===== src/rtl/regfile_2r1w_sb_if.sv =====
// Decode/writeback bundle for the 2-read/1-write register file with busy scoreboard.
// master = pipeline side driving indices and write data, slave = register file.
interface regfile_2r1w_sb_if #(
  parameter int unsigned ADDR_WIDTH = 3,
  parameter int unsigned REG_WIDTH  = 8
);
  logic                  write_enable;
  logic [ADDR_WIDTH-1:0] wreg_index;
  logic [REG_WIDTH-1:0]  data_in;
  logic [ADDR_WIDTH-1:0] rreg_a_index;
  logic [REG_WIDTH-1:0]  data_out_a;
  logic [ADDR_WIDTH-1:0] rreg_b_index;
  logic [REG_WIDTH-1:0]  data_out_b;
  logic                  busy_set;
  logic [ADDR_WIDTH-1:0] busy_set_index;
  logic                  busy_a;
  logic                  busy_b;
  logic                  any_busy;

  modport master (
    output write_enable, wreg_index, data_in, rreg_a_index, rreg_b_index,
           busy_set, busy_set_index,
    input  data_out_a, data_out_b, busy_a, busy_b, any_busy
  );

  modport slave (
    input  write_enable, wreg_index, data_in, rreg_a_index, rreg_b_index,
           busy_set, busy_set_index,
    output data_out_a, data_out_b, busy_a, busy_b, any_busy
  );
endinterface


===== src/rtl/regfile_2r1w_sb.sv =====
// Register file: two combinational read ports, one synchronous write port,
// optional write-to-read bypass, optional hardwired r0 and a per-register busy scoreboard.
module regfile_2r1w_sb #(
  parameter int unsigned N_REGS     = 8,
  parameter int unsigned REG_WIDTH  = 8,
  parameter int unsigned ADDR_WIDTH = (N_REGS > 2) ? $clog2(N_REGS) : 1,
  parameter int unsigned ZERO_REG   = 0,
  parameter int unsigned BYPASS     = 1
) (
  input  logic               clk,
  input  logic               reset_n,
  regfile_2r1w_sb_if.slave   bus
);

  localparam int unsigned N_PORTS = 2;

  logic [REG_WIDTH-1:0]  r_regs [N_REGS];
  logic [N_REGS-1:0]     r_busy;
  logic [N_REGS-1:0]     w_busy_nxt;
  logic                  w_wr_ok;
  logic                  w_set_ok;
  logic [ADDR_WIDTH-1:0] w_rd_idx  [N_PORTS];
  logic [REG_WIDTH-1:0]  w_rd_data [N_PORTS];
  logic                  w_rd_busy [N_PORTS];

  // An index is live when it exists and is not the hardwired zero register.
  function automatic logic idx_live(input logic [ADDR_WIDTH-1:0] idx);
    return (32'(idx) < N_REGS) && !((ZERO_REG != 0) && (idx == '0));
  endfunction

  assign w_wr_ok  = bus.write_enable && idx_live(bus.wreg_index);
  assign w_set_ok = bus.busy_set && idx_live(bus.busy_set_index);

  // Writeback clears, issue sets; set applied last so a back-to-back reissue stays busy.
  always_comb begin
    w_busy_nxt = r_busy;
    if (w_wr_ok)  w_busy_nxt[bus.wreg_index]     = 1'b0;
    if (w_set_ok) w_busy_nxt[bus.busy_set_index] = 1'b1;
  end

  always_ff @(posedge clk or negedge reset_n) begin
    if (!reset_n) begin
      r_busy <= '0;
      for (int i = 0; i < int'(N_REGS); i++) r_regs[i] <= '0;
    end else begin
      if (w_wr_ok) r_regs[bus.wreg_index] <= bus.data_in;
      r_busy <= w_busy_nxt;
    end
  end

  assign w_rd_idx[0] = bus.rreg_a_index;
  assign w_rd_idx[1] = bus.rreg_b_index;

  // Read path: dead indices read zero/not-busy; a live same-cycle write forwards and hides busy.
  always_comb begin
    for (int p = 0; p < int'(N_PORTS); p++) begin
      w_rd_data[p] = '0;
      w_rd_busy[p] = 1'b0;
      if (idx_live(w_rd_idx[p])) begin
        if ((BYPASS != 0) && bus.write_enable && (bus.wreg_index == w_rd_idx[p])) begin
          w_rd_data[p] = bus.data_in;
        end else begin
          w_rd_data[p] = r_regs[w_rd_idx[p]];
          w_rd_busy[p] = r_busy[w_rd_idx[p]];
        end
      end
    end
  end

  assign bus.data_out_a = w_rd_data[0];
  assign bus.data_out_b = w_rd_data[1];
  assign bus.busy_a     = w_rd_busy[0];
  assign bus.busy_b     = w_rd_busy[1];
  assign bus.any_busy   = |r_busy;

endmodule


===== src/flat_wrapper.sv =====
// flat-port wrapper written by rule: the top's interface ports become plain ports
module regfile_2r1w_sb_flat 
#(
  parameter int unsigned N_REGS     = 8,
  parameter int unsigned REG_WIDTH  = 8,
  parameter int unsigned ADDR_WIDTH = (N_REGS > 2) ? $clog2(N_REGS) : 1,
  parameter int unsigned ZERO_REG   = 0,
  parameter int unsigned BYPASS     = 1
)
  (clk, reset_n, bus_write_enable, bus_wreg_index, bus_data_in, bus_rreg_a_index, bus_rreg_b_index, bus_busy_set, bus_busy_set_index, bus_data_out_a, bus_data_out_b, bus_busy_a, bus_busy_b, bus_any_busy);
  regfile_2r1w_sb_if #(.ADDR_WIDTH(ADDR_WIDTH), .REG_WIDTH(REG_WIDTH)) bus_i ();
  input  logic clk;
  input  logic reset_n;
  input wire logic [$bits(bus_i.write_enable)-1:0] bus_write_enable;
  input wire logic [$bits(bus_i.wreg_index)-1:0] bus_wreg_index;
  input wire logic [$bits(bus_i.data_in)-1:0] bus_data_in;
  input wire logic [$bits(bus_i.rreg_a_index)-1:0] bus_rreg_a_index;
  input wire logic [$bits(bus_i.rreg_b_index)-1:0] bus_rreg_b_index;
  input wire logic [$bits(bus_i.busy_set)-1:0] bus_busy_set;
  input wire logic [$bits(bus_i.busy_set_index)-1:0] bus_busy_set_index;
  output wire logic [$bits(bus_i.data_out_a)-1:0] bus_data_out_a;
  output wire logic [$bits(bus_i.data_out_b)-1:0] bus_data_out_b;
  output wire logic [$bits(bus_i.busy_a)-1:0] bus_busy_a;
  output wire logic [$bits(bus_i.busy_b)-1:0] bus_busy_b;
  output wire logic [$bits(bus_i.any_busy)-1:0] bus_any_busy;
  assign bus_i.write_enable = bus_write_enable;
  assign bus_i.wreg_index = bus_wreg_index;
  assign bus_i.data_in = bus_data_in;
  assign bus_i.rreg_a_index = bus_rreg_a_index;
  assign bus_i.rreg_b_index = bus_rreg_b_index;
  assign bus_i.busy_set = bus_busy_set;
  assign bus_i.busy_set_index = bus_busy_set_index;
  assign bus_data_out_a = bus_i.data_out_a;
  assign bus_data_out_b = bus_i.data_out_b;
  assign bus_busy_a = bus_i.busy_a;
  assign bus_busy_b = bus_i.busy_b;
  assign bus_any_busy = bus_i.any_busy;
  regfile_2r1w_sb #(.N_REGS(N_REGS), .REG_WIDTH(REG_WIDTH), .ADDR_WIDTH(ADDR_WIDTH), .ZERO_REG(ZERO_REG), .BYPASS(BYPASS)) u_core (.clk(clk), .reset_n(reset_n), .bus(bus_i));
endmodule

===== config.mk =====
export PLATFORM = sky130hd
export DESIGN_NAME = regfile_2r1w_sb_flat
export DESIGN_NICKNAME = d
export VERILOG_FILES = /design/src/rtl/regfile_2r1w_sb_if.sv /design/src/rtl/regfile_2r1w_sb.sv /design/src/flat_wrapper.sv
export SDC_FILE = /design/constraint.sdc
export NUM_CORES = 1
export LEC_CHECK = 0
export ABC_AREA = 0
export ABC_CLOCK_PERIOD_IN_PS = 2180
export CORE_MARGIN = 2
export CORE_UTILIZATION = 57
export DETAILED_ROUTE_END_ITERATION = 8
export GPL_ROUTABILITY_DRIVEN = 0
export PLACE_DENSITY = 0.9
export SLEW_MARGIN = 30
export SYNTH_ARGS = -nofsm -noshare
export SYNTH_HDL_FRONTEND = slang
export SYNTH_SLANG_ARGS = --single-unit

===== constraint.sdc =====
create_clock -name clk -period 2.18 [get_ports clk]
set_input_delay 0.218 -clock clk [delete_from_list [all_inputs] [get_ports clk]]
set_output_delay 0.218 -clock clk [all_outputs]
set_load 0.005 [all_outputs]

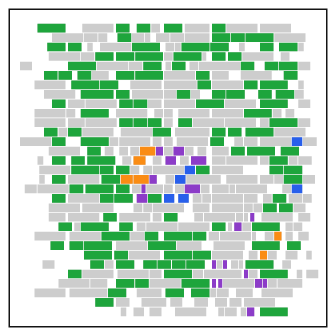
(images/logic_types.png)
XOR/XNOR gates -> blue  # cells 6
NAND gates -> purple  # cells 18
multiplexers -> green  # cells 134, where widely spread
NOR gates -> orange  # cells 6
Top cell excl fill/tap: dfrtp_1
combinational share of cell area: 0.4128
Finished Layout Cells: 484

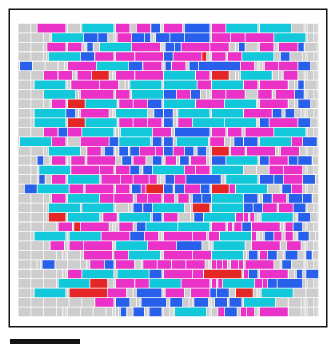
(images/placement_by_type.png)
The bar under the picture is 20 um long. Fill, decap, tap and diode cells in grey.
flops -> cyan  # cells 72
other buffers and delay cells -> blue  # cells 120
combinational and other logic -> magenta  # cells 178
clock drivers and dummy loads -> red  # cells 15

-- cells in the final DEF, fill, tap and decap left out, types with 7 or more instances in the layout --
cell | netlist | routed
clkdlybuf4s50_1 | 0 | 19
mux2_4 | 14 | 28
clkbuf_8 | 0 | 11
mux2_2 | 84 | 70
buf_6 | 4 | 15
dfrtp_1 | 72 | 71
buf_2 | 6 | 7
mux4_2 | 14 | 35
buf_4 | 0 | 60
nand2_1 | 8 | 8
-- cell usage after synthesis --
cell,number
o22ai_1,2
nand4_1,1
dfrtp_1,72
nor3b_2,2
buf_2,6
nor4_1,2
nand4_2,2
xnor2_1,6
o21ai_0,4
buf_12,2
mux2_4,14
buf_6,4
nand2_1,8
inv_1,4
nor3_2,2
clkbuf_1,2
nand2b_1,4
mux2_2,84
mux4_2,14
mux4_1,22
and2_1,2
nand4b_1,3
o32ai_1,2
buf_1,8
-- timing repair --
item / CTS / global route
endpoints found under the setup margin: 18 / 13
buffers inserted: 39 / 3
endpoints found under the hold margin: 72 / 0
gates cloned: 3 / 0
hold buffers: 1 / 0
gates resized: 109 / 22
-- cell families after synthesis --
kind of cell | Yosys count
compound gates | 8
xor+xnor | 6
buf+inv | 26
flops | 72
simple gates | 26
mux | 134
-- layout make-up --
type                    count  share of cell area
inverters                   4            0.002685
flip-flops and latches     72              0.3224
clock buffers              12             0.02775
well taps                  99             0.02215
multi-input cells         174              0.4128
clock inverters             3             0.01164
repair buffers            120              0.2005
-- stage by stage --
step,setup TNS (ns),power (mW),util
after floorplan,0,2.664,-
after global placement,-8.746,3.075,0.6869
after detailed placement,-8.979,3.166,0.6869
after CTS,-0.3157,4.597,0.7672
after global routing,-0.5912,4.899,0.7668
final,-0.3480,4.721,0.7668
-- final timing paths --
path	cells past startpoint	endpoint	startpoint	slack, ns
worst max-delay path	5	bus_data_out_a[0]	u_core.r_regs[24]	-0.09
worst min-delay path	3	u_core.r_busy[6]	reset_n	0.40
worst max register to register	3	u_core.r_regs[2]	u_core.r_regs[2]	1.12
worst min register to register	1	u_core.r_regs[3]	u_core.r_regs[3]	0.53
max in group asynchronous	3	u_core.r_regs[10]	reset_n	1.45
min in group clk	1	u_core.r_regs[3]	u_core.r_regs[3]	0.53
-- power by group through the flow --
stage | logic, mW | registers (mW) | clock network (mW)
after floorplan | 0.887 | 1.78 | 0
after global placement | 1.25 | 1.82 | 0
after detailed placement | 1.30 | 1.86 | 0
after CTS | 1.58 | 1.83 | 1.19
after global routing | 1.73 | 1.90 | 1.27
final | 1.65 | 1.88 | 1.20
-- per-layer routing --
| layer | track usage | vias to the layer above |
|---|---|---|
| li1 | - | 1273 |
| met1 | 0.4064 | 1615 |
| met2 | 0.5112 | 186 |
| met3 | 0.07846 | 58 |
| met4 | 0.1919 | 0 |
| met5 | 0 | - |
-- sequential cells by signal (all words and copies together), names as in the netlist --
name,flops
u_core.r_busy,8
u_core.r_regs,64
-- critical path: cells and delay by family, from the launching register on --
| kind | cells | cell delay [ns] |
|---|---|---|
| mux | 3 | 1.01 |
| buf+inv | 2 | 0.28 |
| flops | 1 | 0.39 |
==> impl_metrics.ini <==
; physical design summary
[run_status]
outcome = complete, but fails checks
violations = setup timing

[logic_synthesis]
ys_sh_adder = 0
yosys_warnings = 0
avgSynthCellArea_um2 = 15.82
synth_top_area_share = 0.4186
syn_nets = 296
area_leaders = dfrtp_1 (42%), mux2_2 (22%), mux4_1 (13%)
simple_gate_share = 0.04244
largest_area_cell = dfrtp_1
synthCells = 272

[route]
ant_nets = 0
wl_met2_um = 6090
drtPass1Iterations = 4
wire_per_inst_um = 25.91
drt_iter0_drc = 300
drt_wl_total_um = 12540
met3_length_um = 796

[min_path]
min_path_type = input port to asynchronous set/reset pin

[job]
maxCapViolCount = 0

[place]
port_buffers = 42
dp.cells = 425
dpl.hpwl_um = 6699

[timing]
slew_violations = 0
fin_ws_ns = -0.08607
finalSetupViolCount = 6
whs_ns = 0.4010
rsz0062_at_grt = yes
hold_viol_final = 0
timing.final.crit_share = 1.039

[cells_and_area]
finish.net_count = 405
diodes = 0

[power_and_ir_drop]
swShare = 0.2746
pwr-share-comb = 0.349
p_leak_nw = 2.482
p_switching_mw = 1.297
ir_drop_uv = 634.3
seq_power_share = 0.398

[floorplan]
die_area_um2 = 8262
coreArea_um2 = 7292
rows = 31
initial_core_util = 0.5903
die_w_um = 90.90

[global_route]
grtUsageTotal = 0.3232

[clock_network]
clk_pin_slew_ns = 0.07
clock_latency_ns = 0.37
cts_sinks = 72

[critical_path]
cp_max_fo = 2
worst_setup_path_end_kind = output pin
max_stage_delay_ns = 0.48
crit_slowest_cell = mux4_2
required_ns = 1.96
Power is estimated from default activity; no workload was simulated.
